==> config.mk <==
export PLATFORM = sky130hd
export DESIGN_NAME = conv_tap_sequencer
export DESIGN_NICKNAME = d
export VERILOG_FILES = /design/src/rtl/conv_pkg.sv /design/src/rtl/kernel_regfile.sv /design/src/rtl/conv_tap_sequencer.sv
export SDC_FILE = /design/constraint.sdc
export NUM_CORES = 1
export LEC_CHECK = 0
export ABC_AREA = 1
export CORE_ASPECT_RATIO = 0.5
export CORE_UTILIZATION = 35
export DETAILED_ROUTE_END_ITERATION = 8
export GPL_ROUTABILITY_DRIVEN = 0
export MAX_ROUTING_LAYER = met4
export PLACE_DENSITY = 0.65
export SYNTH_ARGS = -nofsm -noshare
export SYNTH_HDL_FRONTEND = slang
export SYNTH_SLANG_ARGS = --single-unit
==> constraint.sdc <==
create_clock -name clk_ -period 3.5 [get_ports clk_]
set_input_delay 0.525 -clock clk_ [delete_from_list [all_inputs] [get_ports clk_]]
set_output_delay 0.525 -clock clk_ [all_outputs]
set_load 0.005 [all_outputs]
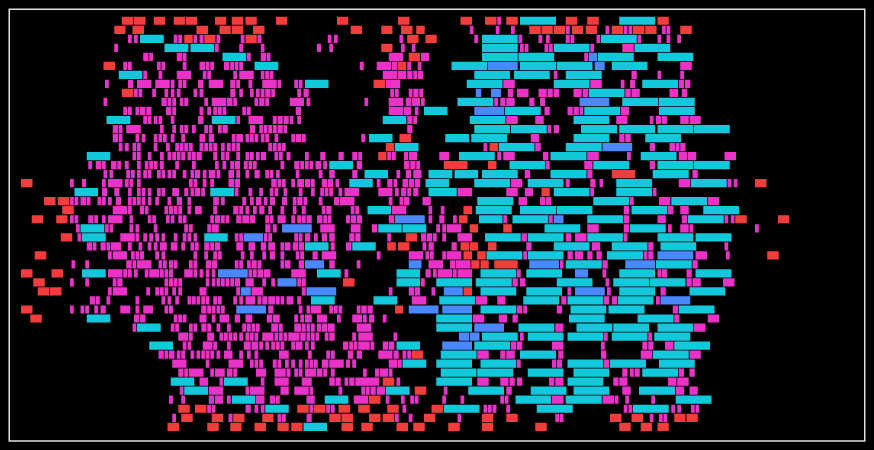
(cells coloured by class)
colour	class	cells
blue	clock drivers and dummy loads	32
cyan	flops	196
magenta	combinational and other logic	1,166
red	other buffers and delay cells	135
area of the placeable core: 0.0319 mm2
final non-filler cell area: 0.0136 mm2
core occupancy in the finished layout: 42.6%
FP Rows: 46

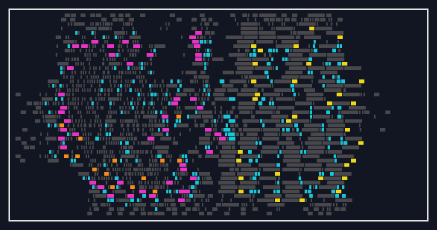
(gate-type map)
colour	family	cells
cyan	inverting AOI/OAI gates	225
orange	XOR/XNOR gates	14
yellow	multiplexers	32
magenta	adder and majority cells	48
fraction of area in multi-input gates: 36.1%
highest-count logic cell in the final layout: sky130_fd_sc_hd__nand2_1
Cell Count, Final, Fillers Out: 1,961

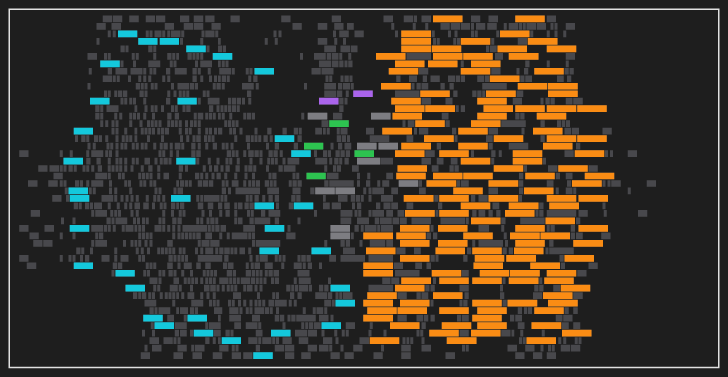
(where the registers sit)
Other sequential cells in the stronger grey, the rest of the logic in the fainter grey.
colour	signal	flops
orange	u_kreg.mem_q	144
cyan	acc_q	36
green	tap_cnt_q	4
purple	state_q	2
not coloured	10
Reg area: 0.00537 mm2
Sequential Power: 2850 uW
fraction of standard cell area that is sequential: 39.5%

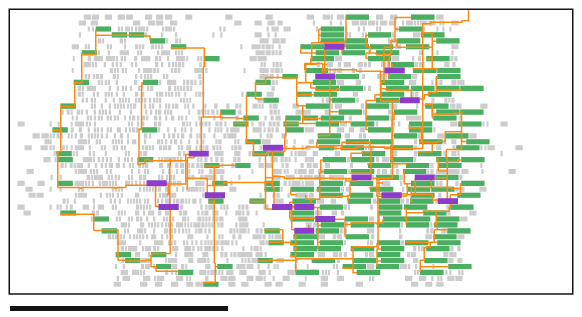
(routed clock nets over the placement)
The bar under the picture is 100 um long.
[orange] clock wires | length: 2,510 um
[purple] clock drivers | count: 17
[green] flip-flops | count: 196
routed clock nets	18
insertion delay to the later sink of the worst-skew pair: 440 ps
Clk power: 2020 uW
Clk pwr share: 32.9%

==> out/notes.md <==
The flow ran to the end, and the final reports show no timing, DRC or antenna violations. The run gives 0 for the number of buffers inserted by hold repair at cts. Number of storage elements in the synthesis netlist: 196. The share of the Yosys chip area taken by registers is 47.0%. The internal power of the cells totals 4280 uW. The first global-routing pass estimated 45.9 mm of wire.

The mux share of post-synthesis cell area came out at 2.81%. The tools report the endpoint kind of the worst setup timing path as an output port. With the setup violation total in the final timing report at 0, the number of antenna cells inserted is 0. For the worst setup path, the data required time is 2970 ps.

The CTS report gives the tree buffer count as 17. Per the OpenROAD floorplan log, the width of the die is 257 um. The max capacitance violation total came out at 0.

Counting plain and timing-repair buffers in the layout gives 135. Compared with the post-synthesis result, the final layout area differs by 19.0%. The logs give 0 for the total grt overflow and 0 for the number of antenna violations at the first check in global routing. During I/O placement, the number of pins put on the boundary was 144.

The sum of negative setup slack was 0 ps. The slowest stage of the critical path belongs to the cell sky130_fd_sc_hd__clkdlybuf4s50_1. The non-clock buffer share of cell area was 9.76%; the sequential fraction of design power was 46.4%. TritonCTS built the clock tree.

Between clock sinks in the finished design, the worst skew comes to 15.7 ps. The buffer depth of the longest clock path is 2, and the clock transition time at the flip-flop clock pins of the worst setup and hold paths is 80 ps. Clock tree synthesis found a total of 196 sinks. Logged for this run, the post-placement worst setup slack is 617 ps.

The number of instances in the placed design was 1,929. The synthesis run shows the most used standard cells to be sky130_fd_sc_hd__nand2_1, sky130_fd_sc_hd__inv_1, sky130_fd_sc_hd__nor2_1, sky130_fd_sc_hd__edfxtp_1, sky130_fd_sc_hd__a21oi_1. Per the OpenROAD timing report, the critical path contains 10 cells. For this run the top cell type by instance count after synthesis was sky130_fd_sc_hd__nand2_1. The most instantiated flip-flop cell in the synthesis netlist was sky130_fd_sc_hd__edfxtp_1. Global routing put the most usage on met2.

Met2 usage in global routing: 31.4%. With the share of the clock period used by the worst path after layout at 88.2%, the number of fill cells in the layout is 3,197. Once detailed placement completed, the half-perimeter wirelength came to 20.0 mm. The power of the combinational group is 1260 uW. Headroom to the max-slew limit came out at 24.9%. The synthesized instance count is 1,432. After synthesis, the largest area contributor takes up 37.9% of total cell area. The run gives 18.0% as the global routing usage summed across all routing layers.

Per the cell usage report, the commonest logic cells after layout are sky130_fd_sc_hd__nand2_1, sky130_fd_sc_hd__inv_1, sky130_fd_sc_hd__nor2_1. Among the non-sequential cells, simple AND/OR/NAND/NOR gates take the most area. The maximum ir drop on the vdd rail is 0.000416 V. Looking at the setup timing report, the critical path kind is reg2out.

Net load switching power: 1840 uW. Hold-critical path depth: 2. For the post-synthesis instance area, the log shows 0.0114 mm2. The tools report the number of sequential storage elements as 196. Per the final timing report, the hold violations number 0. The portion of total power attributed to combinational logic is 20.6%. Dividing the detail-routed wire length by the instance count gives 14.6 um.

Total setup buffers inserted after CTS: 0. The run gives 5 for the first-pass detailed-route iteration total. The number of flip-flops under the largest register name came out at 144. The smallest hold slack was 489 ps; the remaining antenna violation count after routing was 0. For reference, XOR and XNOR gates occupy 1.07% of the area reported after synthesis. The detailed router placed 9,361 vias in this run. Entering global routing, the biggest net connects 56 pins.

The reported leakage power was 0.00587 uW; the worst-margin pin slew was 1120 ps. Clock cells make up 4.47% of the layout cell area. The tightest min-delay check is of the reg2reg type. The chip height works out to 130 um. Power consumption: 6130 uW.

Looking at the clock tree report, the root buffer type is sky130_fd_sc_hd__clkbuf_16. Yosys reported that registers with async set or reset make up 0%. The cell-mix breakdown from Yosys lists the adder-cell area share as 5.33%. The script computed the net switching share of total power as 30.1%.

The clock period minus worst slack was 3090 ps; the least setup slack across all paths after layout was 414 ps. The run gives 4 for the critical path buffer and inverter count. The number of nets in the synthesized netlist is 1,549.

Library cell with the largest summed area after synthesis: sky130_fd_sc_hd__edfxtp_1. The logs give 14.0 mm for the detailed-routed wire length on met2 and 0 for the final routed DRC violation total. The routed design shows a via density per instance of 4.77. For reference, the critical path cell chain is inv_1 -> ha_1 -> nand3_1 -> inv_1 -> nand2_1 -> o21ai_1 -> inv_1 -> nand2_2 -> nor2_1 -> clkdlybuf4s50_1. The data arrival time reported for the critical path is 2560 ps. The first routing iteration left 703 violations. The biggest slice of the area belongs to registers. For flop-to-flop paths, the worst setup slack is 1150 ps.

Once the floorplan was initialized, standard cells occupied 35.8% of the core. The worst setup path is launched from a flip-flop. Global routing consumed, on the met1 layer, 21.7% of the routing resources.

The highest metal layer carrying signal wires in the routed design is met4. The number of warnings reported in the stage logs is 35. The tools report the number of global-route vias before repair as 8,972. The logs give 1,432 for the count of instantiated cells in the yosys netlist and 324 MHz for the highest attainable clock frequency. The detailed-routing wirelength on met1 came out at 13.1 mm. For reference, the final report shows the max-slew violation count at 0.

A synthesized cell averages 7.97 um2. Setup repair after global routing left no endpoint under its margin. The highest net fanout along the worst path works out to 7.

Wires add up to 28.6 mm. Broken down by cell family, the worst path's largest delay share belongs to buffers and inverters. With the share of layout cells above drive strength 1 at 6.41%, the number of non-clock inverters is 223. The number of flops mapped to enable cells by yosys is 144, and the quantity of gates resized following cts is 0. The routed design uses 1.07 mm of met3 wire. Among all stages on the critical path, the maximum delay recorded is 640 ps. The share of synthesized cell area in and, or, nand and nor gates was 22.3%. Largest power group: registers. Fraction of the mapped netlist area in compound gates: 11.2%. The logs give 0.00491 mm2 for the multi-input combinational cell area and 0.0334 mm2 for the total die area.

The chip area line of the yosys report is 0.0114 mm2, and the multi-input combinational cell count is 943. The dominant cell type by count on the critical path is sky130_fd_sc_hd__inv_1. The path depth of the worst reg2reg path is 7. With the power density relative to cell area at 451 mW/mm2, the count of different cell masters after synthesis is 34.

The placement stage leaves a total instance area of 0.0130 mm2. Warnings reported by Yosys during synthesis add up to 0. For this run, the post-layout net count is 1,633. Port buffering added 111 buffers.

The run gives 4 as the H-tree depth. The met3 layer usage reported by global route was 3.01%. The clock buffers instantiated in the layout total 17. In the post-synthesis netlist, the biggest area contributors are sky130_fd_sc_hd__edfxtp_1, sky130_fd_sc_hd__nand2_1, sky130_fd_sc_hd__dfxtp_1. The run gives 432 as the tap cell count.
Power and IR drop assume default switching activity.
